<file path="config.mk">
export PLATFORM = sky130hd
export DESIGN_NAME = id_hazard_ctrl_flat
export DESIGN_NICKNAME = d
export VERILOG_FILES = /design/src/rtl/id_hazard_ctrl_if.sv /design/src/rtl/id_hazard_ctrl.sv /design/src/flat_wrapper.sv
export SDC_FILE = /design/constraint.sdc
export NUM_CORES = 1
export LEC_CHECK = 0
export CAP_MARGIN = 20
export CORE_MARGIN = 2
export CORE_UTILIZATION = 35
export DETAILED_ROUTE_END_ITERATION = 16
export PLACE_DENSITY = 0.69
export SYNTH_ARGS = -nofsm -noshare
export SYNTH_HDL_FRONTEND = slang
export SYNTH_SLANG_ARGS = --single-unit
</file>
<file path="constraint.sdc">
create_clock -name clk -period 4.9 [get_ports clk]
set_input_delay 0.98 -clock clk [delete_from_list [all_inputs] [get_ports clk]]
set_output_delay 0.98 -clock clk [all_outputs]
set_load 0.03 [all_outputs]
</file>
<file path="src/rtl/id_hazard_ctrl_if.sv">
// ID-stage hazard bundle: decode/EX/MEM hazard sources in, pipeline sequencing controls out.
interface id_hazard_ctrl_if #(
  parameter int CNT_W = 16
);
  logic [5:0]       id_op;
  logic [4:0]       id_rs;
  logic [4:0]       id_rt;
  logic             ex_memread;
  logic             ex_regwrite;
  logic [4:0]       ex_dst;
  logic             mem_memread;
  logic [4:0]       mem_dst;
  logic             dmem_ready;
  logic             branch_taken;
  logic             PCWrite;
  logic             freeze;
  logic             ctrl_mux;
  logic             flush;
  logic [CNT_W-1:0] stall_cycles;

  modport master (
    output id_op, id_rs, id_rt, ex_memread, ex_regwrite, ex_dst,
           mem_memread, mem_dst, dmem_ready, branch_taken,
    input  PCWrite, freeze, ctrl_mux, flush, stall_cycles
  );

  modport slave (
    input  id_op, id_rs, id_rt, ex_memread, ex_regwrite, ex_dst,
           mem_memread, mem_dst, dmem_ready, branch_taken,
    output PCWrite, freeze, ctrl_mux, flush, stall_cycles
  );
endinterface

</file>
<file path="src/rtl/id_hazard_ctrl.sv">
// ID-stage sequencer: zero-latency load-use / branch-operand stalls, data-memory wait freeze,
// taken-branch flush, and a saturating stall-cycle counter.
module id_hazard_ctrl #(
  parameter int CNT_W = 16
) (
  input logic             clk,
  input logic             rst,
  id_hazard_ctrl_if.slave bus
);
  localparam logic [5:0] OP_BEQ = 6'b000100;

  typedef enum logic [1:0] {RUN, STALL, MEMWAIT} state_t;

  state_t           state;
  state_t           state_nxt;
  logic [1:0]       left;
  logic [1:0]       left_nxt;
  logic [CNT_W-1:0] cnt;

  logic       is_beq;
  logic       ex_hit;
  logic       mem_hit;
  logic       lu;
  logic       br_ex;
  logic       br_mem;
  logic       mw;
  logic       any_haz;
  logic [1:0] need;

  logic pc_write;
  logic freeze;
  logic ctrl_mux;
  logic flush;

  // r0 is hardwired zero, so it can never be a true dependency
  assign ex_hit  = (bus.ex_dst  != 5'd0) && ((bus.ex_dst  == bus.id_rs) || (bus.ex_dst  == bus.id_rt));
  assign mem_hit = (bus.mem_dst != 5'd0) && ((bus.mem_dst == bus.id_rs) || (bus.mem_dst == bus.id_rt));

  assign is_beq  = (bus.id_op == OP_BEQ);
  assign lu      = bus.ex_memread && ex_hit;
  assign br_ex   = is_beq && bus.ex_regwrite && !bus.ex_memread && ex_hit;
  assign br_mem  = is_beq && bus.mem_memread && mem_hit;
  assign mw      = bus.mem_memread && !bus.dmem_ready;
  assign any_haz = lu || br_ex || br_mem || mw;

  // A beq behind a load must wait for the value to clear MEM, hence two cycles
  always_comb begin
    need = 2'd0;
    if (br_ex || br_mem) need = 2'd1;
    if (lu)              need = is_beq ? 2'd2 : 2'd1;
  end

  always_comb begin
    state_nxt = state;
    left_nxt  = left;
    unique case (state)
      STALL: begin
        if (mw) begin
          state_nxt = MEMWAIT;
        end else begin
          left_nxt  = left - 2'd1;
          state_nxt = (left == 2'd1) ? RUN : STALL;
        end
      end
      MEMWAIT: begin
        if (bus.dmem_ready) state_nxt = (left != 2'd0) ? STALL : RUN;
      end
      default: begin
        if (mw) begin
          state_nxt = MEMWAIT;
        end else if (need != 2'd0) begin
          left_nxt  = need - 2'd1;
          state_nxt = (need != 2'd1) ? STALL : RUN;
        end
      end
    endcase
  end

  // In MEMWAIT ID/EX holds too, so the decoded control passes rather than a bubble
  always_comb begin
    pc_write = 1'b1;
    freeze   = 1'b0;
    ctrl_mux = 1'b1;
    flush    = 1'b0;
    unique case (state)
      STALL: begin
        pc_write = 1'b0;
        freeze   = 1'b1;
        ctrl_mux = 1'b0;
      end
      MEMWAIT: begin
        pc_write = 1'b0;
        freeze   = 1'b1;
      end
      default: begin
        if (any_haz) begin
          pc_write = 1'b0;
          freeze   = 1'b1;
          ctrl_mux = 1'b0;
        end else begin
          flush = bus.branch_taken;
        end
      end
    endcase
  end

  always_ff @(posedge clk) begin
    if (rst) begin
      state <= RUN;
      left  <= 2'd0;
      cnt   <= '0;
    end else begin
      state <= state_nxt;
      left  <= left_nxt;
      if (!pc_write && (cnt != {CNT_W{1'b1}})) cnt <= cnt + CNT_W'(1);
    end
  end

  assign bus.PCWrite      = pc_write;
  assign bus.freeze       = freeze;
  assign bus.ctrl_mux     = ctrl_mux;
  assign bus.flush        = flush;
  assign bus.stall_cycles = cnt;
endmodule
</file>
<file path="src/flat_wrapper.sv">
// flat-port wrapper written by rule: the top's interface ports become plain ports
module id_hazard_ctrl_flat 
#(
  parameter int CNT_W = 16
)
  (clk, rst, bus_id_op, bus_id_rs, bus_id_rt, bus_ex_memread, bus_ex_regwrite, bus_ex_dst, bus_mem_memread, bus_mem_dst, bus_dmem_ready, bus_branch_taken, bus_PCWrite, bus_freeze, bus_ctrl_mux, bus_flush, bus_stall_cycles);
  id_hazard_ctrl_if #(.CNT_W(CNT_W)) bus_i ();
  input logic clk;
  input logic rst;
  input wire logic [$bits(bus_i.id_op)-1:0] bus_id_op;
  input wire logic [$bits(bus_i.id_rs)-1:0] bus_id_rs;
  input wire logic [$bits(bus_i.id_rt)-1:0] bus_id_rt;
  input wire logic [$bits(bus_i.ex_memread)-1:0] bus_ex_memread;
  input wire logic [$bits(bus_i.ex_regwrite)-1:0] bus_ex_regwrite;
  input wire logic [$bits(bus_i.ex_dst)-1:0] bus_ex_dst;
  input wire logic [$bits(bus_i.mem_memread)-1:0] bus_mem_memread;
  input wire logic [$bits(bus_i.mem_dst)-1:0] bus_mem_dst;
  input wire logic [$bits(bus_i.dmem_ready)-1:0] bus_dmem_ready;
  input wire logic [$bits(bus_i.branch_taken)-1:0] bus_branch_taken;
  output wire logic [$bits(bus_i.PCWrite)-1:0] bus_PCWrite;
  output wire logic [$bits(bus_i.freeze)-1:0] bus_freeze;
  output wire logic [$bits(bus_i.ctrl_mux)-1:0] bus_ctrl_mux;
  output wire logic [$bits(bus_i.flush)-1:0] bus_flush;
  output wire logic [$bits(bus_i.stall_cycles)-1:0] bus_stall_cycles;
  assign bus_i.id_op = bus_id_op;
  assign bus_i.id_rs = bus_id_rs;
  assign bus_i.id_rt = bus_id_rt;
  assign bus_i.ex_memread = bus_ex_memread;
  assign bus_i.ex_regwrite = bus_ex_regwrite;
  assign bus_i.ex_dst = bus_ex_dst;
  assign bus_i.mem_memread = bus_mem_memread;
  assign bus_i.mem_dst = bus_mem_dst;
  assign bus_i.dmem_ready = bus_dmem_ready;
  assign bus_i.branch_taken = bus_branch_taken;
  assign bus_PCWrite = bus_i.PCWrite;
  assign bus_freeze = bus_i.freeze;
  assign bus_ctrl_mux = bus_i.ctrl_mux;
  assign bus_flush = bus_i.flush;
  assign bus_stall_cycles = bus_i.stall_cycles;
  id_hazard_ctrl #(.CNT_W(CNT_W)) u_core (.clk(clk), .rst(rst), .bus(bus_i));
endmodule
</file>
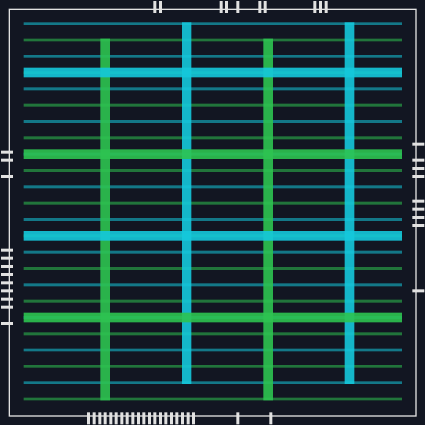
(supply network)
Drawn at 6 px/um. Pins as bars on the die edge.
cyan -> VDD
green -> VSS
met4 straps = 4
met5 straps = 4
met1 rails = 24
rows = 23
die height: 67.6 um
core area: 0.00394 mm2
die width: 67.6 um
maximum VDD drop: 119 uV

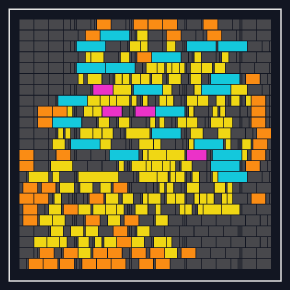
(cell classes on the final placement)
Drawn at 4 px/um. Fill, decap, tap and diode cells in gray.
yellow -> combinational and other logic  # cells 144, share of their area 51%
orange -> remaining buffers and delay cells  # cells 52, share of their area 26%
cyan -> sequential cells  # cells 20, share of their area 20%
magenta -> clock drivers and dummy loads  # cells 4, share of their area 2.8%

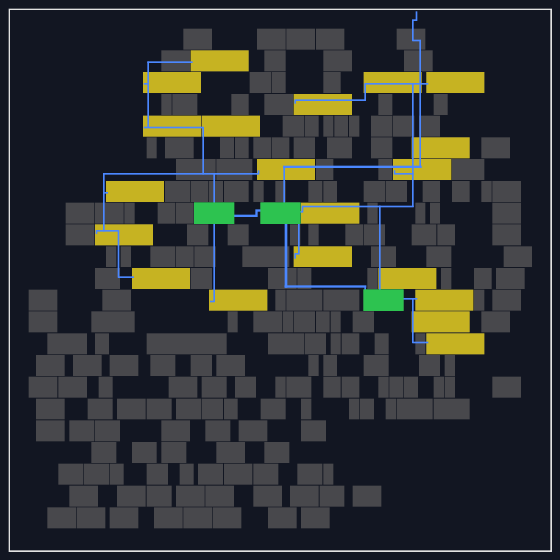
(clock distribution)
Drawn at 8 px/um.
green -> clock drivers  # count 3
yellow -> flip-flops  # count 20
blue -> clock wires  # length 247 um
routed clock nets = 4

==> impl_metrics.csv <==
group,metric,value,unit
layout,seq_cells,20,
layout,lay_top_cells,"clkdlybuf4s50_1 (52), dfxtp_1 (20), xor2_1 (19), nor2_1 (17), a21oi_1 (10)",
min_path,hold_class,"register to register",
run_status,status,"complete, no violations",
logic_synthesis,synth_cells,167,
layout,clkCellAreaFrac,0.0270,
power,powerDensity,283,mW/mm2
critical_path,max_stage_delay,0.69,ns
layout,flop_area,400,um2
layout,n_fill_cell,388,
clock_network,cts-hold-fix-buffers,0,
logic_synthesis,postSynthSeqShare,0.283,
clock_network,clk_pin_slew,0.07,ns
critical_path,crit_top_cell,"clkdlybuf4s50_1",
route,drt_iter0_drc,50,
timing,fin_ws,0.365,ns
timing,fmax,220,MHz
logic_synthesis,ys_area,0.00141,mm2
timing,setup_viol,0,
layout,comb_share,0.474,
timing,worst_slew_pin_slew,0.760,ns
placed_design,gp_congestion,0.817,
layout,finalNetCount,260,
power,pwr-share-seq,0.338,
power,clkPwrFrac,0.214,
layout,seq_share,0.196,
logic_synthesis,syn-num-nets,206,
die,n_tap_cell,50,
flow_run,drv_cap,0,
die,num_rows,23,
flow_run,warning_count,28,
die,chipArea,0.00456,mm2
logic_synthesis,synth_flops,20,
layout,post-route-cell-area,0.00204,mm2
route,wl_met2,1490,um
logic_synthesis,yosysMostFrequentCell,"dfxtp_1",
clock_network,cts_tree,"done",
critical_path,worstSetupEndpointType,"primary output",
power,p_comb,258,uW
critical_path,cp_top_family,"buffers and inverters",
logic_synthesis,synthTopCellsByCount,"dfxtp_1 (20), xor2_1 (19), nor2_1 (17)",
layout,final_util,0.517,
critical_path,crit_buf_inv,3,
logic_synthesis,area_leaders,"dfxtp_1 (28%), xor2_1 (12%), ha_1 (5.3%), xnor2_1 (5.0%), nor2_1 (4.5%)",
critical_path,start_kind,"input port",
power,top_power_group,"combinational cells",
layout,mi_logic_area,967,um2
placed_design,pre_cts_slack,0.338,ns
layout,fin_cells,270,
power,sw_frac_of_total,0.366,
route,wl_met3,165,um
logic_synthesis,synthXorXnorAreaFrac,0.167,
layout,drive_above_1_share,0.0455,
layout,antennaDiodeCount,0,
logic_synthesis,largest_area_cell,"dfxtp_1",
logic_synthesis,avgSynthCellArea,8.47,um2
placed_design,placed_area,0.00198,mm2
power,seq_cell_power,195,uW
layout,nClkBuffers,4,
critical_path,crit_type,"input port to primary output",
layout,layout.cells.most_common,"clkdlybuf4s50_1",
clock_network,cts_max_level,1,
timing,rsz0062_at_grt,"no",
timing,hold_viol_final,0,
critical_path,crit_chain,"clkdlybuf4s50_1, or4_1, o22a_2, o2bb2ai_4, nor2_1, inv_1, o21ai_0, clkdlybuf4s50_1",
global_route,grt_pass1_vias,1192,
logic_synthesis,ff_type,"dfxtp_1",
placed_design,dp_cells,266,
timing,min_period_over_period,0.926,
placed_design,io_buffers,52,
power,p_comb_frac,0.448,
layout,top_area_cell_class,"logic gates",
global_route,antenna_found_initial,0,
global_route,top_usage_layer,"met2",
logic_synthesis,yosysWarnings,0,
global_route,gr-usage-met3,0.0350,
global_route,track_usage,0.150,
logic_synthesis,syn_area,0.00141,mm2
power,p_switching,211,uW
power,p_int,365,uW
global_route,grt_pass1_wl,5340,um
timing,setup_tns,0,ns
layout,buf_share,0.255,
timing,drv_slew,0,
logic_synthesis,edf_count,0,
power,leakagePower,0.721,nW
worst paths after layout:
check	startpoint	to	slack (ns)	cells after the start
worst max-delay path	bus_ex_dst[0]	bus_ctrl_mux	0.36	8
worst min-delay path	u_core.left[1]$_SDFFE_PP0P_	u_core.left[1]$_SDFFE_PP0P_	0.50	2
worst max register to register	u_core.bus.stall_cycles[0]$_SDFFE_PP0P_	u_core.bus.stall_cycles[15]$_SDFFE_PP0P_	2.81	7
worst min register to register	u_core.left[1]$_SDFFE_PP0P_	u_core.left[1]$_SDFFE_PP0P_	0.50	2
registers in the layout, indices dropped and copies added, names as in the netlist:
| name | flops |
|---|---|
| u_core.bus.stall_cycles | 16 |
| u_core.state | 2 |
| u_core.left | 2 |
Power and IR drop assume default switching activity.
